===== src/rtl/sun_pll_lock_det.sv =====
// Lock detector for the SUN PLL: measures CK cycles per CK_REF period and
// qualifies lock against the feedback divide ratio; flags a stalled reference.
module sun_pll_lock_det #(
  parameter int DIV_N      = 32,
  parameter int TOL        = 1,
  parameter int LOCK_CNT   = 16,
  parameter int UNLOCK_CNT = 2,
  parameter int CW         = 8
) (
  input  logic          i_ck,
  input  logic          i_pwrup_1v8,
  input  logic          i_ck_ref,
  output logic          o_locked,
  output logic          o_ref_lost,
  output logic [CW-1:0] o_period,
  output logic          o_period_vld
);

  // state  | meaning
  // ST_ARM | waiting for a first reference edge to start a period
  // ST_ACQ | counting consecutive good periods towards lock
  // ST_LOCK| locked; counting consecutive bad periods towards unlock
  typedef enum logic [1:0] {
    ST_ARM  = 2'd0,
    ST_ACQ  = 2'd1,
    ST_LOCK = 2'd2
  } state_t;

  localparam int LO_I = (DIV_N > TOL) ? (DIV_N - TOL) : 0;
  localparam int HI_I = DIV_N + TOL;
  localparam logic [CW-1:0] LO_BND    = LO_I[CW-1:0];
  localparam logic [CW-1:0] HI_BND    = HI_I[CW-1:0];
  localparam logic [CW-1:0] CNT_MAX   = {CW{1'b1}};
  localparam logic [CW-1:0] CNT_ONE   = {{(CW-1){1'b0}}, 1'b1};
  localparam logic [7:0]    LOCK_TH   = LOCK_CNT[7:0];
  localparam logic [7:0]    UNLOCK_TH = UNLOCK_CNT[7:0];

  logic          r_s1, r_s2, r_s3;
  logic [CW-1:0] r_cnt;
  logic [7:0]    r_good_cnt;
  logic [7:0]    r_bad_cnt;
  state_t        r_state;

  logic w_ref_rise;
  logic w_sat;
  logic w_good;

  assign w_ref_rise = r_s2 & ~r_s3;
  assign w_sat      = (r_cnt == CNT_MAX) && !w_ref_rise;
  assign w_good     = (r_cnt >= LO_BND) && (r_cnt <= HI_BND);

  // r_cnt holds the period so far; it is sampled as the period before reload.
  always_ff @(posedge i_ck) begin
    if (!i_pwrup_1v8) begin
      r_s1  <= 1'b0;
      r_s2  <= 1'b0;
      r_s3  <= 1'b0;
      r_cnt <= '0;
    end else begin
      r_s1 <= i_ck_ref;
      r_s2 <= r_s1;
      r_s3 <= r_s2;
      if (w_ref_rise) begin
        r_cnt <= CNT_ONE;
      end else if (r_cnt != CNT_MAX) begin
        r_cnt <= r_cnt + CNT_ONE;
      end
    end
  end

  always_ff @(posedge i_ck) begin
    if (!i_pwrup_1v8) begin
      r_state      <= ST_ARM;
      r_good_cnt   <= 8'd0;
      r_bad_cnt    <= 8'd0;
      o_locked     <= 1'b0;
      o_ref_lost   <= 1'b0;
      o_period     <= '0;
      o_period_vld <= 1'b0;
    end else begin
      o_period_vld <= 1'b0;
      if (w_ref_rise) begin
        o_ref_lost <= 1'b0;
        case (r_state)
          ST_ARM: begin
            r_state    <= ST_ACQ;
            r_good_cnt <= 8'd0;
          end
          ST_ACQ: begin
            o_period     <= r_cnt;
            o_period_vld <= 1'b1;
            if (w_good) begin
              r_good_cnt <= r_good_cnt + 8'd1;
              if (r_good_cnt + 8'd1 == LOCK_TH) begin
                r_state   <= ST_LOCK;
                o_locked  <= 1'b1;
                r_bad_cnt <= 8'd0;
              end
            end else begin
              r_good_cnt <= 8'd0;
            end
          end
          ST_LOCK: begin
            o_period     <= r_cnt;
            o_period_vld <= 1'b1;
            if (w_good) begin
              r_bad_cnt <= 8'd0;
            end else if (r_bad_cnt + 8'd1 == UNLOCK_TH) begin
              r_state    <= ST_ACQ;
              o_locked   <= 1'b0;
              r_good_cnt <= 8'd0;
              r_bad_cnt  <= 8'd0;
            end else begin
              r_bad_cnt <= r_bad_cnt + 8'd1;
            end
          end
          default: begin
            r_state <= ST_ARM;
          end
        endcase
      end else if (w_sat) begin
        r_state    <= ST_ARM;
        o_locked   <= 1'b0;
        o_ref_lost <= 1'b1;
        r_good_cnt <= 8'd0;
        r_bad_cnt  <= 8'd0;
      end
    end
  end

endmodule

===== config.mk =====
export PLATFORM = sky130hd
export DESIGN_NAME = sun_pll_lock_det
export DESIGN_NICKNAME = d
export VERILOG_FILES = /design/src/rtl/sun_pll_lock_det.sv
export SDC_FILE = /design/constraint.sdc
export NUM_CORES = 1
export LEC_CHECK = 0
export ABC_AREA = 0
export CORE_ASPECT_RATIO = 1.75
export CORE_MARGIN = 1.5
export CORE_UTILIZATION = 45
export DETAILED_ROUTE_END_ITERATION = 10
export GPL_TIMING_DRIVEN = 1
export PLACE_DENSITY = 0.69
export RECOVER_POWER = 50
export SYNTH_ARGS = -nofsm -noshare
export SYNTH_HDL_FRONTEND = slang
export SYNTH_SLANG_ARGS = --single-unit
export TNS_END_PERCENT = 100

===== constraint.sdc =====
create_clock -name i_ck -period 3.1 [get_ports i_ck]
set_input_delay 0.31 -clock i_ck [delete_from_list [all_inputs] [get_ports i_ck]]
set_output_delay 0.31 -clock i_ck [all_outputs]
set_load 0.05 [all_outputs]

==> results.py, run 1 <==
# Metrics from the implementation run
metrics = {
    "cells_and_area": {
        "largestClassByArea": "logic gates",
        "utilization_pct": 51.8,
        "nonClkBufAreaFrac_pct": 6.11,
        "logic_area_mm2": 0.00128,
        "area.share.sequential_pct": 32.9,
        "sh_comb_area_pct": 52.4,
        "nMultiInputCombCells": 208,
    },
    "cts": {
        "cts-root-buf": "clkbuf_8",
        "htreeDepth": 2,
        "cts_setup_buffers": 0,
        "cts_tree": "done",
        "clock_latency_ns": 0.30,
    },
    "setup_path": {
        "r2r_setup_slack_ns": 0.46,
        "cp.required_ns": 3.29,
        "endpoint": "r_bad_cnt[6]$_SDFFE_PN0P_",
        "cp_slowest_stage_delay_ns": 0.52,
    },
    "pwr": {
        "top_power_group": "registers",
        "p_switching_uw": 232,
        "pg_clk_uw": 429,
        "max-vdd-ir-drop_mv": 0.463,
    },
    "run_status": {
        "outcome": "complete, no violations",
    },
    "logic_synthesis": {
        "ys_area_mm2": 0.00221,
        "synth_stat.cells": 269,
        "ys_sh_aoi_pct": 21.0,
        "flop_cell": "dfxtp_1",
        "simple_gate_share_pct": 28.6,
        "syn_inst": 269,
        "netlist_area_mm2": 0.00221,
    },
    "route": {
        "drc": 0,
        "drt_iter0_drc": 73,
        "first_pass_iters": 4,
        "route.vias.total": 1982,
    },
    "place": {
        "io_buffer_count": 13,
        "gp_congestion": 0.863,
        "place_ws_ns": 0.572,
        "placed_cell_area_mm2": 0.00234,
    },
    "final_timing": {
        "setup_viol": 0,
        "maxSlewViolCount": 0,
        "fin_ws_ns": 0.462,
        "period_minus_slack_ns": 2.64,
    },
    "die": {
        "core_area_mm2": 0.00471,
        "initial_utilization_pct": 47.0,
        "die-width_um": 56.0,
    },
    "job": {
        "warning_count": 32,
    },
    "global_routing": {
        "grt_use_met1_pct": 19.4,
        "grt.met3_usage_pct": 3.90,
        "grtUsageMet2_pct": 38.9,
        "overflow": 0,
        "grt_max_degree": 22,
    },
}
## run 1: critical path: cells and delay by family, from the launching register on
family                   cells  cell delay (ns)
AND-OR/OR-AND                4             1.06
flip-flops                   1             0.44
AND/OR/NAND/NOR              2             0.76
adder cells (fa/ha/maj)      1             0.25
## run 1: cells in the mapped netlist, types with 2 or more instances
cell type,instances
o22ai_1,2
buf_6,4
mux2i_1,3
nand2b_1,2
nand3b_1,4
nand2_1,30
nor2_1,27
inv_1,9
nand3_1,20
a21oi_1,20
o211ai_1,4
buf_4,2
a31oi_1,8
clkbuf_1,5
o21ai_0,12
o21a_1,4
nand4_1,4
o31ai_1,5
xnor2_1,2
nor3_1,11
dfxtp_1,40
or4_1,2
or2_2,2
ha_1,10
and2_1,3
and3_1,6
Run 1, PDN straps and rails:
Scale bar: 20 µm. Pins as bars on the die edge.
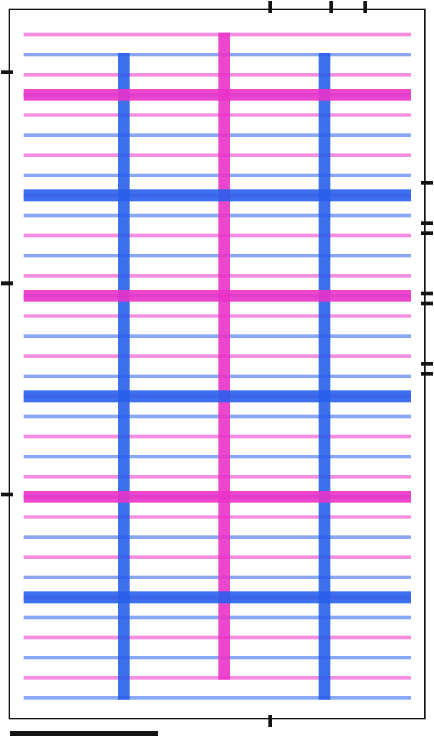
Key: magenta = VDD; blue = VSS
The core has 33 rows. 14 signal pins sit on the boundary. 3 straps on met4. 34 met1 rails follow the rows. 6 straps on met5.

Run 1, placement by cell class:
Scale bar: 20 µm.
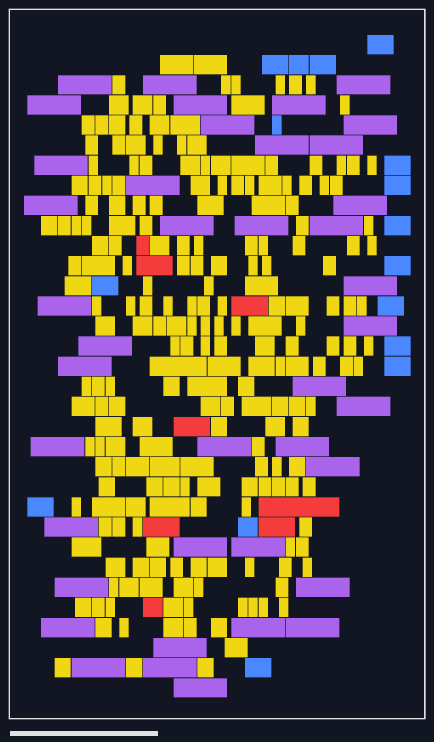
Key: red = clock drivers and dummy loads [cells 8]; yellow = all other logic [cells 217]; purple = flip-flops [cells 40]; blue = other buffers and delay cells [cells 16]

Run 1, routed clock nets over the placement:
Scale bar: 20 µm.
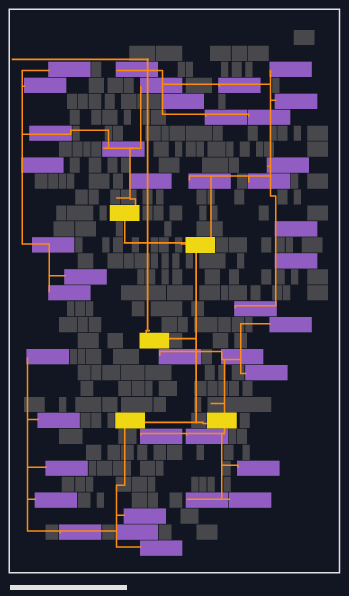
Key: orange = clock wires [length 536 µm]; yellow = cells driving clock nets [count 5]; purple = flip-flops [count 40]
There are 6 routed clock nets. Position of the flops: all over the die.

Run 1, metal layers overlaid:
Two of the layers only.
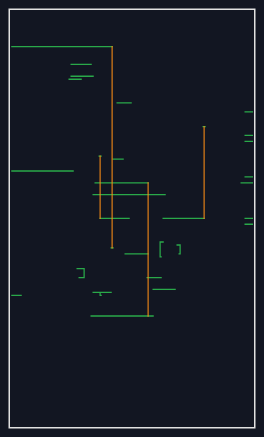
Key: orange = met4 [wire length 112 µm]; green = met3 [wire length 160 µm]

Run 1, cell placement:
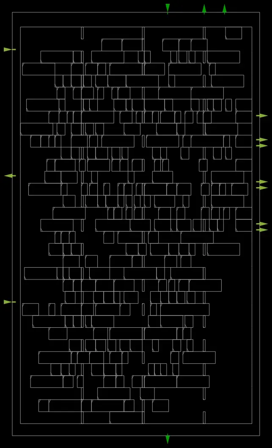

==> run 2, diff against run 1 <==
Clock period 3.1 ns to 3 ns, I/O delays scaled along.
Run 2, cell placement:
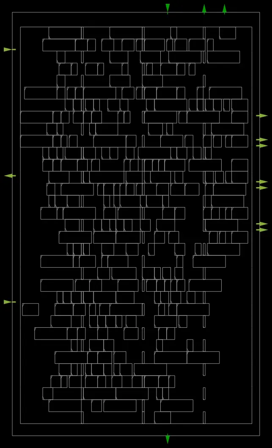
Layout Cells excl Fill: 334
Seq cells: 40

==> run 2 against run 1 <==
Net effect: final area down 0.56%; highest routed layer unchanged; clock power decreased by 14%; critical path depth did not move; critical path type unchanged.
==> results.py, run 2 <==
# Metrics from the implementation run
metrics = {
    "logic_synthesis": {
        "syn_inst": 269,
        "synth_stat.cells": 269,
        "flop_cell": "dfxtp_1",
        "common_cells": "40 x dfxtp_1, 30 x nand2_1, 27 x nor2_1, 20 x a21oi_1, 20 x nand3_1",
        "most_common_cell": "dfxtp_1",
        "netlist_area_mm2": 0.00221,
        "simple_gate_share_pct": 28.6,
        "ys_sh_aoi_pct": 21.0,
    },
    "die": {
        "core_area_mm2": 0.00471,
    },
    "route": {
        "wl_met2_mm": 2.75,
        "drt_iter0_drc": 52,
        "drc": 0,
        "first_pass_iters": 4,
        "route.vias.total": 2011,
    },
    "cts": {
        "clock_latency_ns": 0.29,
        "cts_setup_buffers": 0,
        "cts-root-buf": "clkbuf_8",
        "htreeDepth": 2,
        "cts_tree": "done",
    },
    "final_timing": {
        "setup_viol": 0,
        "period_minus_slack_ns": 2.61,
        "maxSlewViolCount": 0,
        "fin_ws_ns": 0.385,
    },
    "cells_and_area": {
        "largestClassByArea": "logic gates",
        "sh_comb_area_pct": 52.7,
        "nMultiInputCombCells": 208,
        "nonClkBufAreaFrac_pct": 6.45,
        "area.share.sequential_pct": 33.0,
        "logic_area_mm2": 0.00128,
    },
    "setup_path": {
        "cp_slowest_stage_delay_ns": 0.52,
        "cp.required_ns": 3.19,
        "cp_num_buf_inv": 0,
        "crit_family": "AND-OR/OR-AND gates",
        "crit_start": "r_cnt[0]$_SDFFE_PN0N_",
    },
    "global_routing": {
        "grt_max_degree": 22,
        "overflow": 0,
    },
    "run_status": {
        "outcome": "complete, no violations",
    },
    "place": {
        "gp_congestion": 0.849,
        "place_ws_ns": 0.480,
        "placed_cell_area_mm2": 0.00235,
    },
    "job": {
        "warning_count": 32,
    },
}
Run 2, routed clock nets over the placement:
Scale bar: 20 µm.
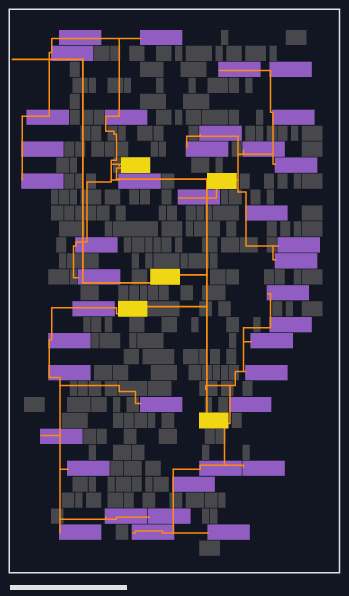
Key: yellow = cells driving clock nets [count 5]; purple = flip-flops [count 40]; orange = clock wires [length 513 µm]
There are 6 routed clock nets. Position of the flops: all over the die.

## run 2: power by group through the flow
stage,combinational [mW],sequential (mW),clock (mW)
finish,0.0539,0.544,0.369
CTS,0.0560,0.544,0.381
global route,0.0611,0.544,0.396
detailed placement,0.0549,0.556,0
floorplan,0.0425,0.554,0
global placement,0.0548,0.556,0
## run 2: routing by layer
layer / up-vias / GRT usage (%)
li1: 999 / -
met4: 0 / 9.72
met2: 46 / 39.9
met5: - / 0
met1: 950 / 20.5
met3: 16 / 3.49
## run 2: worst paths after layout
kind                                    end  slack [ns]  cells after the start
hold reg to reg             r_s2$_SDFF_PN0_        0.45                      1
hold / removal              r_s2$_SDFF_PN0_        0.45                      1
setup reg to reg  r_bad_cnt[6]$_SDFFE_PN0P_        0.39                      7
setup / recovery  r_bad_cnt[6]$_SDFFE_PN0P_        0.39                      7
==> run 3, diff against run 2 <==
Settings changed: SKIP_CTS_REPAIR_TIMING set to 1.
Run 3, cell placement:
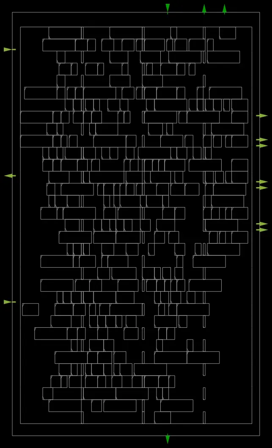
final core utilization: 51.5%
n_taps: 52
row count: 33

Run 3, PDN straps and rails:
Scale bar: 20 µm. Pins as bars on the die edge.
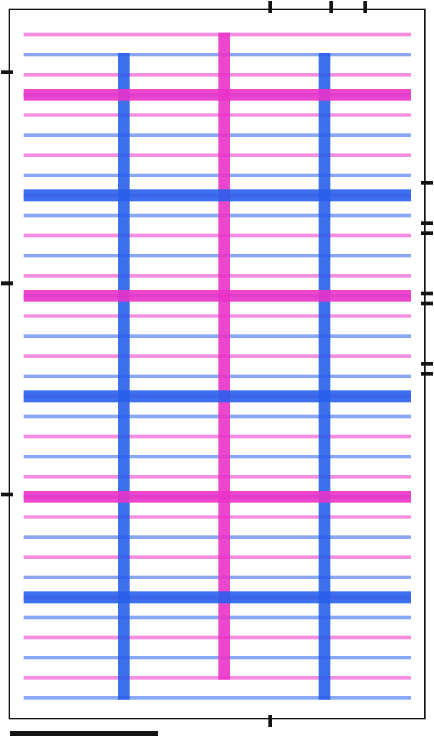
VDD IR max: 0.272 mV
Die W: 56.0 µm
Die Ht: 95.8 µm
CORE AREA: 0.00471 mm²

==> run 3 against run 2 <==
Net effect: via count is the same; global-route usage is the same; sequential power is essentially flat; clock power is essentially flat; final cell count is the same; clock skew is the same; routed wire length is the same; final area is the same; setup slack is the same; die size is the same; register-to-register slack is essentially flat; largest power group unchanged.
==> results.py, run 3 <==
# Metrics from the implementation run
metrics = {
    "pwr": {
        "p_switching_uw": 224,
        "powerSeq_uw": 544,
        "cellInternalPower_uw": 742,
        "top_power_group": "registers",
        "pg_clk_uw": 369,
    },
    "route": {
        "route.vias.total": 2011,
        "highest_layer": "met4",
        "drt_iter0_drc": 52,
        "first_pass_iters": 4,
        "drc": 0,
    },
    "cells_and_area": {
        "logic_area_mm2": 0.00128,
        "flop-count": 40,
        "sh_comb_area_pct": 52.7,
        "nMultiInputCombCells": 208,
        "area.share.sequential_pct": 33.0,
        "nNonClkBuffers": 17,
        "nonClkBufAreaFrac_pct": 6.45,
        "fin_cells": 334,
    },
    "run_status": {
        "outcome": "complete, no violations",
    },
    "setup_path": {
        "cp_common_cell": "o21a_1",
        "cp_num_buf_inv": 0,
        "rr_worst_depth": 7,
        "cp_slowest_stage_delay_ns": 0.52,
        "worst-path-stages": 7,
        "r2r_setup_slack_ns": 0.39,
        "worstReg2RegStart": "r_cnt[0]$_SDFFE_PN0N_",
        "endpoint": "r_bad_cnt[6]$_SDFFE_PN0P_",
        "r2r-end": "r_bad_cnt[6]$_SDFFE_PN0P_",
        "crit_start": "r_cnt[0]$_SDFFE_PN0N_",
        "crit_family": "AND-OR/OR-AND gates",
        "cp.required_ns": 3.19,
    },
    "final_timing": {
        "period_minus_slack_ns": 2.61,
        "max_freq_ghz": 0.382,
        "setup_viol": 0,
        "fin_ws_ns": 0.385,
        "slew_headroom_pct": 42.6,
    },
    "job": {
        "warning_count": 32,
    },
    "logic_synthesis": {
        "syn-mean-instance-area_um2": 8.23,
        "synth_stat.cells": 269,
        "yosys-top-cells-area": "dfxtp_1 36%, ha_1 5.6%, nand2_1 5.1%, nor2_1 4.6%, a21oi_1 4.5%",
        "common_cells": "40 x dfxtp_1, 30 x nand2_1, 27 x nor2_1, 20 x a21oi_1, 20 x nand3_1",
        "netlist_area_mm2": 0.00221,
        "most_common_cell": "dfxtp_1",
        "ys_area_mm2": 0.00221,
    },
    "cts": {
        "cts-root-buf": "clkbuf_8",
        "clock_latency_ns": 0.29,
        "clk_path_buf_depth": 2,
        "htreeDepth": 2,
        "cts_tree": "done",
        "clkSinkCount": 40,
        "cts.reportedPaths.clkPinSlew_ns": 0.07,
    },
    "global_routing": {
        "grt_busiest_layer": "met2",
        "grt_use_met1_pct": 20.5,
        "grtUsageMet2_pct": 39.9,
        "grt_max_degree": 22,
    },
    "place": {
        "place_ws_ns": 0.480,
        "gp_congestion": 0.849,
        "placed_cell_area_mm2": 0.00235,
    },
    "min_path": {
        "hold_depth": 1,
        "min_to": "r_s2$_SDFF_PN0_",
    },
    "die": {
        "initial_utilization_pct": 47.0,
    },
}
## run 3: cell counts in the layout (fill, tap and decap cells not counted)
No cell type changed its count.
## run 3: cells by family (layout without fill, tap and decap cells)
family	after synthesis	in the layout	synth area share (%)
AOI/OAI and AO/OA	69	69	21.0
xor gates and xnor gates	3	3	1.19
adders and majority gates	10	10	5.65
buffers and inverters	21	34	5.48
DFF	40	40	36.2
muxes	4	4	1.86
and+or+nand+nor	122	122	28.6
## run 3: worst register-to-register path, stage by stage (launching register included)
cell and delay [ns]:
dfxtp_1 0.43, ha_1 0.25, nand4_1 0.24, or4_4 0.52, a2111oi_2 0.37, o21a_1 0.40
a21boi_1 0.12, o21a_1 0.19
Power is estimated from default activity; no workload was simulated.
